## src/rtl/muldiv_hilo_sequencer.sv

```systemverilog
// muldiv_hilo_sequencer: owns the HI/LO pair for the EX stage. MUL/MULU run a
// DATA_WIDTH-step shift-add multiplier and DIV/DIVU run a DATA_WIDTH-step
// restoring divider, both on operand magnitudes. A final FIX cycle applies
// the sign correction and writes HI/LO. MTHI/MTLO write HI/LO directly.
// Optional feature macro: MULDIV_FAST_MUL_EN. When it is defined, MUL/MULU
// finish in one cycle through a combinational multiplier.
module muldiv_hilo_sequencer #(
   parameter int DATA_WIDTH = 32
) (
   input  logic                  clk,
   input  logic                  rst_n,
   input  logic                  start,
   input  logic [2:0]            op,
   input  logic [DATA_WIDTH-1:0] rs,
   input  logic [DATA_WIDTH-1:0] rt,
   input  logic                  flush,
   input  logic                  rd_req,
   output logic                  busy,
   output logic                  stall,
   output logic                  done,
   output logic                  div_by_zero,
   output logic [DATA_WIDTH-1:0] hi,
   output logic [DATA_WIDTH-1:0] lo
);

   localparam int W  = DATA_WIDTH;
   localparam int CW = (W > 1) ? $clog2(W) : 1;
   localparam logic [CW-1:0] CNT_INIT = CW'(W - 1);
   localparam logic [CW-1:0] CNT_ONE  = CW'(1);
   localparam logic [CW-1:0] CNT_ZERO = CW'(0);

   localparam logic [2:0] OP_MUL  = 3'b000;
   localparam logic [2:0] OP_MULU = 3'b001;
   localparam logic [2:0] OP_DIV  = 3'b010;
   localparam logic [2:0] OP_DIVU = 3'b011;
   localparam logic [2:0] OP_MTHI = 3'b100;
   localparam logic [2:0] OP_MTLO = 3'b101;

   typedef enum logic [1:0] {
      S_IDLE = 2'd0,
      S_ITER = 2'd1,
      S_FIX  = 2'd2
   } state_e;

   // Magnitude of v when it is treated as a signed value, v itself otherwise.
   function automatic logic [W-1:0] mag_f(input logic [W-1:0] v, input logic sgn);
      return (sgn && v[W-1]) ? -v : v;
   endfunction

   state_e          state_q, state_d;
   logic [CW-1:0]   cnt_q, cnt_d;
   logic [2*W-1:0]  acc_q, acc_d;     // product, or {remainder, quotient}
   logic [W-1:0]    opb_q, opb_d;     // multiplicand or divisor magnitude
   logic [W-1:0]    rs_q, rs_d;       // raw dividend, returned in HI on divide by zero
   logic            is_div_q, is_div_d;
   logic            neg_lo_q, neg_lo_d; // negate product / quotient
   logic            neg_hi_q, neg_hi_d; // negate remainder
   logic            dz_q, dz_d;       // divisor was zero
   logic [W-1:0]    hi_q, hi_d;
   logic [W-1:0]    lo_q, lo_d;
   logic            done_q, done_d;
   logic            dbz_q, dbz_d;

   logic            sgn_s;
   logic [W:0]      mul_sum_s;
   logic [2*W-1:0]  mul_next_s;
   logic [W:0]      div_shift_s;
   logic [W:0]      div_diff_s;
   logic [2*W-1:0]  div_next_s;
   logic [2*W-1:0]  mul_res_s;
   logic [W-1:0]    quo_res_s;
   logic [W-1:0]    rem_res_s;
`ifdef MULDIV_FAST_MUL_EN
   logic [2*W-1:0]  fast_a_s;
   logic [2*W-1:0]  fast_b_s;
   logic [2*W-1:0]  fast_prod_s;
`endif

   assign sgn_s = ~op[0];

   // One iteration step of both datapaths plus the sign-corrected results.
   always_comb begin
      mul_sum_s   = {1'b0, acc_q[2*W-1:W]} + (acc_q[0] ? {1'b0, opb_q} : {(W+1){1'b0}});
      mul_next_s  = {mul_sum_s, acc_q[W-1:1]};
      div_shift_s = {acc_q[2*W-1:W], acc_q[W-1]};
      div_diff_s  = div_shift_s - {1'b0, opb_q};
      if (!div_diff_s[W]) begin
         div_next_s = {div_diff_s[W-1:0], acc_q[W-2:0], 1'b1};
      end else begin
         div_next_s = {div_shift_s[W-1:0], acc_q[W-2:0], 1'b0};
      end
      mul_res_s = neg_lo_q ? -acc_q : acc_q;
      quo_res_s = neg_lo_q ? -acc_q[W-1:0] : acc_q[W-1:0];
      rem_res_s = neg_hi_q ? -acc_q[2*W-1:W] : acc_q[2*W-1:W];
   end

`ifdef MULDIV_FAST_MUL_EN
   // Single-cycle product; sign extension to 2W makes the truncated product signed-correct.
   always_comb begin
      fast_a_s    = sgn_s ? {{W{rs[W-1]}}, rs} : {{W{1'b0}}, rs};
      fast_b_s    = sgn_s ? {{W{rt[W-1]}}, rt} : {{W{1'b0}}, rt};
      fast_prod_s = fast_a_s * fast_b_s;
   end
`endif

   // Next-state and datapath control for the IDLE / ITER / FIX sequencer.
   always_comb begin
      state_d  = state_q;
      cnt_d    = cnt_q;
      acc_d    = acc_q;
      opb_d    = opb_q;
      rs_d     = rs_q;
      is_div_d = is_div_q;
      neg_lo_d = neg_lo_q;
      neg_hi_d = neg_hi_q;
      dz_d     = dz_q;
      hi_d     = hi_q;
      lo_d     = lo_q;
      done_d   = 1'b0;
      dbz_d    = dbz_q;
      case (state_q)
         S_IDLE: begin
            if (start && !flush) begin
               dbz_d = 1'b0;
               case (op)
                  OP_MTHI: hi_d = rs;
                  OP_MTLO: lo_d = rs;
                  OP_MUL, OP_MULU: begin
`ifdef MULDIV_FAST_MUL_EN
                     {hi_d, lo_d} = fast_prod_s;
                     done_d       = 1'b1;
`else
                     state_d  = S_ITER;
                     cnt_d    = CNT_INIT;
                     acc_d    = {{W{1'b0}}, mag_f(rt, sgn_s)};
                     opb_d    = mag_f(rs, sgn_s);
                     is_div_d = 1'b0;
                     neg_lo_d = sgn_s & (rs[W-1] ^ rt[W-1]);
                     neg_hi_d = 1'b0;
                     dz_d     = 1'b0;
`endif
                  end
                  OP_DIV, OP_DIVU: begin
                     state_d  = S_ITER;
                     cnt_d    = CNT_INIT;
                     acc_d    = {{W{1'b0}}, mag_f(rs, sgn_s)};
                     opb_d    = mag_f(rt, sgn_s);
                     rs_d     = rs;
                     is_div_d = 1'b1;
                     neg_lo_d = sgn_s & (rs[W-1] ^ rt[W-1]);
                     neg_hi_d = sgn_s & rs[W-1];
                     dz_d     = (rt == {W{1'b0}});
                  end
                  default: state_d = S_IDLE;
               endcase
            end else begin
               state_d = S_IDLE;
            end
         end
         S_ITER: begin
            if (flush) begin
               state_d = S_IDLE;
            end else begin
               acc_d = is_div_q ? div_next_s : mul_next_s;
               if (cnt_q == CNT_ZERO) begin
                  state_d = S_FIX;
               end else begin
                  cnt_d = cnt_q - CNT_ONE;
               end
            end
         end
         S_FIX: begin
            state_d = S_IDLE;
            if (flush) begin
               done_d = 1'b0;
            end else begin
               done_d = 1'b1;
               if (!is_div_q) begin
                  {hi_d, lo_d} = mul_res_s;
               end else if (dz_q) begin
                  hi_d  = rs_q;
                  lo_d  = {W{1'b1}};
                  dbz_d = 1'b1;
               end else begin
                  hi_d = rem_res_s;
                  lo_d = quo_res_s;
               end
            end
         end
         default: state_d = S_IDLE;
      endcase
   end

   // State and datapath registers; reset clears HI/LO and drops any in-flight result.
   always_ff @(posedge clk or negedge rst_n) begin
      if (!rst_n) begin
         state_q  <= S_IDLE;
         cnt_q    <= CNT_ZERO;
         acc_q    <= {(2*W){1'b0}};
         opb_q    <= {W{1'b0}};
         rs_q     <= {W{1'b0}};
         is_div_q <= 1'b0;
         neg_lo_q <= 1'b0;
         neg_hi_q <= 1'b0;
         dz_q     <= 1'b0;
         hi_q     <= {W{1'b0}};
         lo_q     <= {W{1'b0}};
         done_q   <= 1'b0;
         dbz_q    <= 1'b0;
      end else begin
         state_q  <= state_d;
         cnt_q    <= cnt_d;
         acc_q    <= acc_d;
         opb_q    <= opb_d;
         rs_q     <= rs_d;
         is_div_q <= is_div_d;
         neg_lo_q <= neg_lo_d;
         neg_hi_q <= neg_hi_d;
         dz_q     <= dz_d;
         hi_q     <= hi_d;
         lo_q     <= lo_d;
         done_q   <= done_d;
         dbz_q    <= dbz_d;
      end
   end

   assign busy        = (state_q != S_IDLE);
   assign stall       = busy & (start | rd_req);
   assign done        = done_q;
   assign div_by_zero = dbz_q;
   assign hi          = hi_q;
   assign lo          = lo_q;

endmodule

```

## config.mk

```make
export PLATFORM = sky130hd
export DESIGN_NAME = muldiv_hilo_sequencer
export DESIGN_NICKNAME = d
export VERILOG_FILES = /design/src/rtl/muldiv_hilo_sequencer.sv
export SDC_FILE = /design/constraint.sdc
export NUM_CORES = 1
export LEC_CHECK = 0
export CELL_PAD_IN_SITES_DETAIL_PLACEMENT = 1
export CELL_PAD_IN_SITES_GLOBAL_PLACEMENT = 2
export CORE_ASPECT_RATIO = 0.8
export CORE_MARGIN = 2
export CORE_UTILIZATION = 30
export DETAILED_ROUTE_END_ITERATION = 16
export PLACE_DENSITY_LB_ADDON = 0.1
export SLEW_MARGIN = 15
export SYNTH_ARGS = -nofsm -noshare
export SYNTH_HDL_FRONTEND = slang
export SYNTH_SLANG_ARGS = --single-unit
```

## constraint.sdc

```tcl
create_clock -name clk -period 8.9 [get_ports clk]
set_clock_uncertainty 0.2 [all_clocks]
set_input_delay 2.67 -clock clk [delete_from_list [all_inputs] [get_ports clk]]
set_output_delay 2.67 -clock clk [all_outputs]
set_load 0.03 [all_outputs]
```

run_1/clock_wires.png
Bar = 100 um.
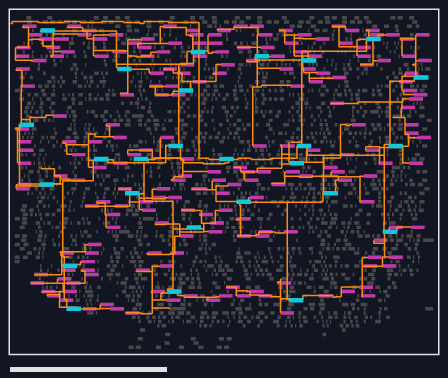
- orange: clock wires (length 4,000 um)
- magenta: flip-flops (count 205)
- cyan: clock-net drivers (count 26)
- flops lie: widely spread
Clock power frac: 18.3%
P_clk: 1.10 mW

run_1/m4.png
Cells faint in the background.
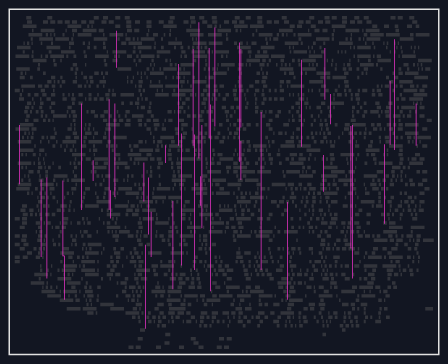
- wire length on this layer: 2,180 um
- longest straight run: 118 um
- share of all routed wire: 2.8%
- main direction: vertical
- nets with wire on the layer: 29
via count: 17,100
final wirelength: 77,100 um

==> results.tsv, run 1 <==
stage	metric	value	unit
final_layout	diodes	2	
pwr	powerDensity	299	nW/um^2
setup_path	r2r_start	acc_q[32]$_DFFE_PN0P_	
global_routing	grt_max_degree	113	
setup_path	cp.required	6.03	ns
pwr	top_power_group	combinational cells	
yosys	xor_area_share	9.91	%
final_timing	fin_ws	1.96	ns
pwr	finalPower	6.01	mW
setup_path	critPathLaunch	start	
clock_network	htreeDepth	1	
final_layout	sh_comb_area	56.0	%
clock_network	cts-root-buf	clkbuf_16	
global_routing	grt_pass1_vias	17500	
final_timing	fin_crit	6.94	ns
global_routing	grtUsageMet3	3.72	%
detailed_routing	route.met3.wl	3670	um
floorplan	dieWidth	272	um
yosys	ys_cells	2238	
placement	dp_hpwl	58800	um
clock_network	cts_max_path_buffers	3	
setup_path	r2r_cells	12	
yosys	avgSynthCellArea	7.70	um^2
job	maxCapViolCount	0	
final_layout	regMostFlops	acc_q	
yosys	common_cells	nand2_1 (342), o21ai_0 (241), dfrtp_1 (205)	
setup_path	worst-setup-path-type	in -> out	
floorplan	die_y	218	um
run_status	status	finished, final reports clean	
detailed_routing	drtIter0Drc	1230	
final_layout	seq_area	5140	um^2
clock_network	hold_buffers	0	
detailed_routing	route.detailed.drc	0	
yosys	flop_cell	dfrtp_1	
yosys	top_area_share	29.8	%
floorplan	initCoreUtil	30.4	%
detailed_routing	routedLengthMet1	37600	um
final_timing	fmax	144	MHz
pwr	switching_share	48.3	%
final_layout	utilization	35.5	%
final_timing	slew_violations	0	
final_layout	area_share_nonclk_buffers	8.31	%
yosys	yosysWarningCount	0	
detailed_routing	wl_per_cell	25.3	um
final_layout	dominant-cell-class	combinational gates	
final_layout	buffers	174	
pwr	power.internal	3.11	mW
final_timing	finalHoldViolCount	0	
final_timing	final.setup.tns	0	ns
setup_path	end_kind	primary output	
detailed_routing	top_layer	met4	
final_layout	nNetsFinal	2416	
yosys	syn_nets	2382	
yosys	yosys-stat-area	17200	um^2
placement	dpl_cell_area	19300	um^2
final_layout	logic_gate_count	1803	
setup_path	worstPathArrival	4.07	ns
final_layout	stdcell_count	3053	
detailed_routing	route.met2.wl	33700	um
min_path	hold-path-endpoint	rs_q[17]$_DFFE_PN0P_	
global_routing	grt.total_usage	25.7	%
yosys	edf_count	0	
yosys	syn-instance-count	2238	
clock_network	clock_latency	0.58	ns
floorplan	tap-cell-count	760	
final_timing	relSlewSlack	22.6	%
final_layout	largest_register_ffs	64	
placement	place_congestion	0.851	
global_routing	grtUsageMet1	37.2	%
run_1/class_map.png
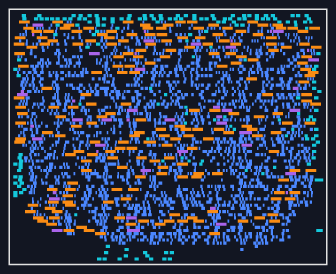
- purple: clock drivers and dummy loads (cells 47; share of their area 4.4%)
- orange: sequential cells (cells 205; share of their area 27%)
- cyan: remaining buffers and delay cells (cells 174; share of their area 8.7%)
- blue: remaining logic cells (cells 1,865; share of their area 60%)
cell row count: 78
flop share of the area: 25.5%
CORE AREA: 56,700 um^2
Final Cell Area: 20,100 um^2

run_1/clock_nets.png
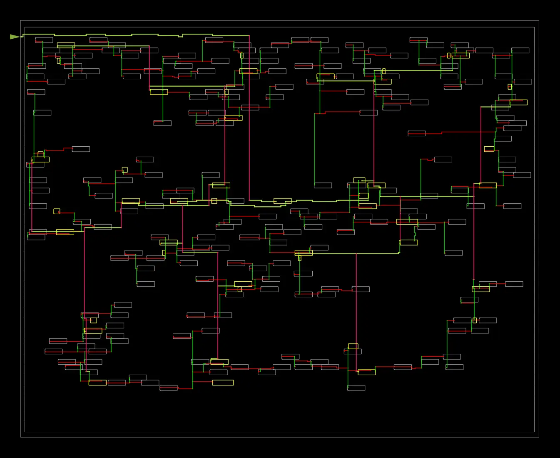
clock buffers: 35
CTS Sinks: 205
CTS buffer count: 26
Flops: 205

==> run 2: changes to the inputs <==
Clock period 8.9 ns to 6.25 ns, I/O delays scaled along.
run_2/class_map.png
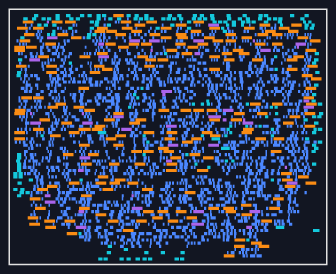
- cyan: remaining buffers and delay cells (cells 193; share of their area 9.5%)
- orange: sequential cells (cells 205; share of their area 26%)
- blue: remaining logic cells (cells 1,865; share of their area 59%)
- purple: clock drivers and dummy loads (cells 48; share of their area 4.6%)
flop share of the area: 25.2%
Util after Layout: 35.9%
Final Cell Area: 20,300 um^2

==> results.tsv, run 2 <==
stage	metric	value	unit	change
placement	dpl_cell_area	19400	um^2	+0.94%
setup_path	worst-setup-path-type	in -> out		
pwr	top_power_group	combinational cells		
setup_path	r2r_start	acc_q[0]$_DFFE_PN0P_		
yosys	edf_count	0		unchanged
final_layout	nNetsFinal	2436		+0.83%
final_layout	sh_comb_area	55.4	%	-0.63 points
yosys	flop_cell	dfrtp_1		
global_routing	grt_max_degree	104		-8.0%
pwr	clockPowerShare	19.0	%	+0.7 points
floorplan	rows	78		unchanged
yosys	avgSynthCellArea	7.70	um^2	unchanged
setup_path	worstPathArrival	3.23	ns	-0.84 ns
yosys	yosysWarningCount	0		unchanged
floorplan	initCoreUtil	30.4	%	unchanged
detailed_routing	route.met2.wl	33700	um	about the same
final_layout	area_share_nonclk_buffers	9.10	%	+0.79 points
global_routing	grtUsageMet1	36.9	%	-0.30 points
pwr	power.internal	4.53	mW	+46%
detailed_routing	wl_per_cell	25.1	um	-0.63%
final_layout	largest_register_ffs	64		unchanged
placement	dp_hpwl	59900	um	+1.8%
final_timing	final.setup.tns	0	ns	unchanged
final_layout	n_clock_buffer	40		+14%
final_layout	logic_gate_count	1803		unchanged
global_routing	grt_pass1_vias	17600		+1.1%
floorplan	dieWidth	272	um	unchanged
global_routing	grtUsageMet3	4.01	%	+0.29 points
detailed_routing	route.detailed.drc	0		unchanged
clock_network	cts-root-buf	clkbuf_16		
clock_network	htreeDepth	1		unchanged
yosys	common_cells	nand2_1 (342), o21ai_0 (241), dfrtp_1 (205)		
final_layout	buffers	193		+11%
final_timing	relSlewSlack	33.1	%	+11 points
final_timing	finalHoldViolCount	0		unchanged
global_routing	grt.total_usage	25.7	%	-0.038 points
detailed_routing	routedLengthMet1	37200	um	-0.96%
final_layout	seq_area	5140	um^2	unchanged
final_timing	slew_violations	0		unchanged
detailed_routing	drtIter0Drc	1210		-1.6%
detailed_routing	via_count	17300		+0.95%
min_path	hold-path-endpoint	rs_q[23]$_DFFE_PN0P_		
setup_path	cp.required	4.18	ns	-1.85 ns
setup_path	end_kind	primary output		
yosys	yosys-stat-area	17200	um^2	unchanged
final_timing	fin_crit	5.30	ns	
floorplan	die_y	218	um	unchanged
clock_network	clkSinkCount	205		unchanged
detailed_routing	route.met3.wl	3920	um	+6.8%
placement	place_congestion	0.868		+1.9%
detailed_routing	routed_wl	77100	um	about the same
job	maxCapViolCount	0		unchanged
clock_network	cts_max_path_buffers	3		unchanged
run_status	status	finished, final reports clean		
final_timing	fmax	189	MHz	
setup_path	critPathLaunch	start		
yosys	syn_nets	2382		unchanged
final_layout	regMostFlops	acc_q		
yosys	syn-instance-count	2238		unchanged
final_layout	dominant-cell-class	combinational gates		
yosys	xor_area_share	9.91	%	unchanged
final_timing	fin_ws	0.947	ns	-1.01 ns
pwr	powerDensity	427	nW/um^2	+43%
final_layout	ff_count	205		unchanged
floorplan	tap-cell-count	760		unchanged
setup_path	r2r_cells	13		+1
run_2/clock_nets.png
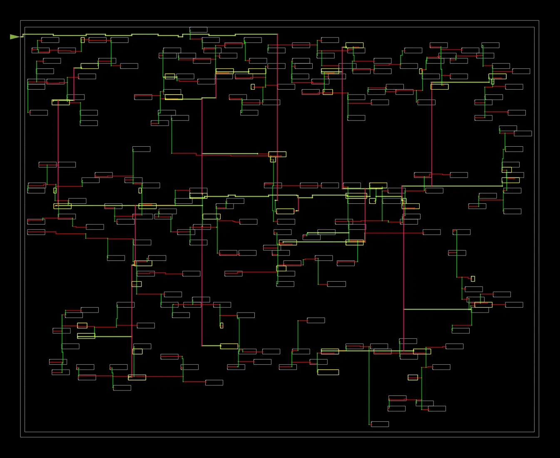
P_clk: 1.65 mW
CTS buffer count: 27
Skew-Pair Late Insertion Delay: 0.58 ns

==> run 3: changes to the inputs <==
Clock period 6.25 ns to 5 ns, I/O delays scaled along.
run_3/clock_nets.png
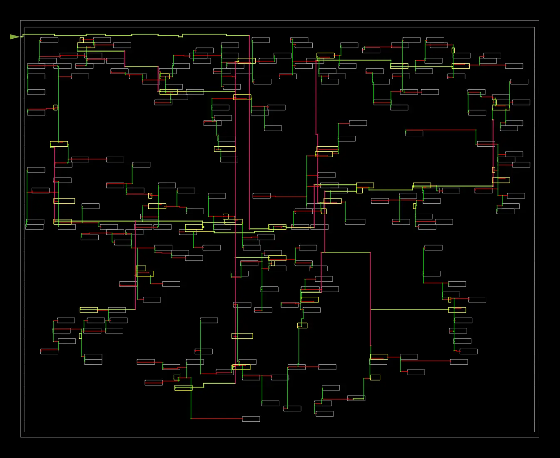
P_clk: 2.11 mW
clock buffers: 36
Skew-Pair Late Insertion Delay: 0.59 ns

==> results.tsv, run 3 <==
stage	metric	value	unit	change
final_timing	slew_violations	0		unchanged
detailed_routing	route.met3.wl	4160	um	+6.0%
yosys	syn_nets	2382		unchanged
setup_path	cp.required	3.30	ns	-0.88 ns
final_layout	dominant-cell-class	combinational gates		
setup_path	end_kind	primary output		
global_routing	grt.total_usage	26.6	%	+0.90 points
yosys	common_cells	nand2_1 (342), o21ai_0 (241), dfrtp_1 (205)		
setup_path	worstPathArrival	2.86	ns	-0.37 ns
yosys	area_leaders	dfrtp_1 (30%), nand2_1 (7.4%), o21ai_0 (7.0%), xnor2_1 (6.1%), ha_1 (5.1%)		
placement	dpl_cell_area	19800	um^2	+1.9%
placement	dp_hpwl	61400	um	+2.5%
clock_network	cts_tree	yes		
yosys	xor_area_share	9.91	%	unchanged
final_timing	final.setup.tns	0	ns	unchanged
floorplan	dieWidth	272	um	unchanged
pwr	p_comb	6.27	mW	
clock_network	htreeDepth	1		unchanged
final_layout	utilization	36.6	%	+0.70 points
final_layout	drive_gt1_share	8.01	%	
yosys	avgSynthCellArea	7.70	um^2	unchanged
setup_path	critPathLaunch	start		
clock_network	cts-root-buf	clkbuf_16		
detailed_routing	route.met2.wl	35600	um	+5.7%
detailed_routing	first_pass_iters	5		
global_routing	grt_max_degree	77		-26%
yosys	yosysWarningCount	0		unchanged
final_timing	relSlewSlack	22.4	%	-11 points
final_layout	logic_area	11300	um^2	
final_layout	syn_to_final_growth	20.3	%	
final_timing	rsz0062_at_grt	false		
run_status	status	finished, final reports clean		
setup_path	r2r_cells	13		unchanged
final_layout	nNetsFinal	2483		+1.9%
final_layout	area_share_nonclk_buffers	10.7	%	+1.6 points
final_timing	fin_ws	0.440	ns	-0.507 ns
global_routing	grtUsageMet1	38.3	%	+1.4 points
final_layout	seq_area	5140	um^2	unchanged
placement	io_buffers	139		
clock_network	clkTransAtPathRegs	0.06	ns	
final_layout	largest_register_ffs	64		unchanged
yosys	top_area_share	29.8	%	
pwr	powerDensity	538	nW/um^2	+26%
yosys	yosys-stat-area	17200	um^2	unchanged
floorplan	die_y	218	um	unchanged
pwr	clockPowerShare	18.9	%	about the same
clock_network	cts_buffers	27		unchanged
detailed_routing	routedLengthMet1	38200	um	+2.7%
final_timing	fmax	219	MHz	
pwr	top_power_group	combinational cells		
detailed_routing	drtIter0Drc	1188		-1.8%
pwr	power.internal	5.89	mW	+30%
clock_network	clkSinkCount	205		unchanged
floorplan	initCoreUtil	30.4	%	unchanged
final_layout	logic_gate_count	1803		unchanged
min_path	whs_path_depth	2		
clock_network	cts_max_path_buffers	3		unchanged
floorplan	rows	78		unchanged
floorplan	core_area	56700	um^2	
yosys	flop_cell	dfrtp_1		
final_layout	sh_comb_area	54.3	%	-1.1 points
min_path	hold_class	reg -> reg		
final_layout	design_area	20700	um^2	+1.9%
final_layout	regMostFlops	acc_q		
final_layout	buffers	240		+24%
final_timing	fin_crit	4.56	ns	
setup_path	r2r_start	acc_q[0]$_DFFE_PN0P_		
detailed_routing	route.detailed.drc	0		unchanged
global_routing	grtUsageMet3	3.72	%	-0.29 points
final_layout	seq-cell-share	24.8	%	-0.48 points
detailed_routing	via_per_inst	5.64		
floorplan	tap-cell-count	760		unchanged
setup_path	worst-setup-path-type	in -> out		
run_3/route_heat.png
The die is cut into 27 by 22 equal tiles; dark blue is low, red is high, scaled to the fullest tile. Values are wire area over tile area, all layers added.
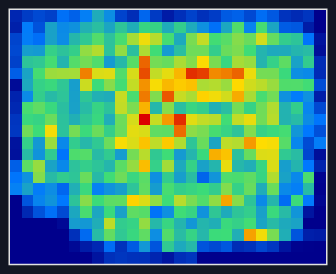
- fullest tile: 0.51
- densest ninth of the die: middle
- emptiest ninth of the die: bottom left
final wirelength: 79,400 um
via count: 17,600
WL per Instance: 25.4 um

Power is estimated from default activity; no workload was simulated.
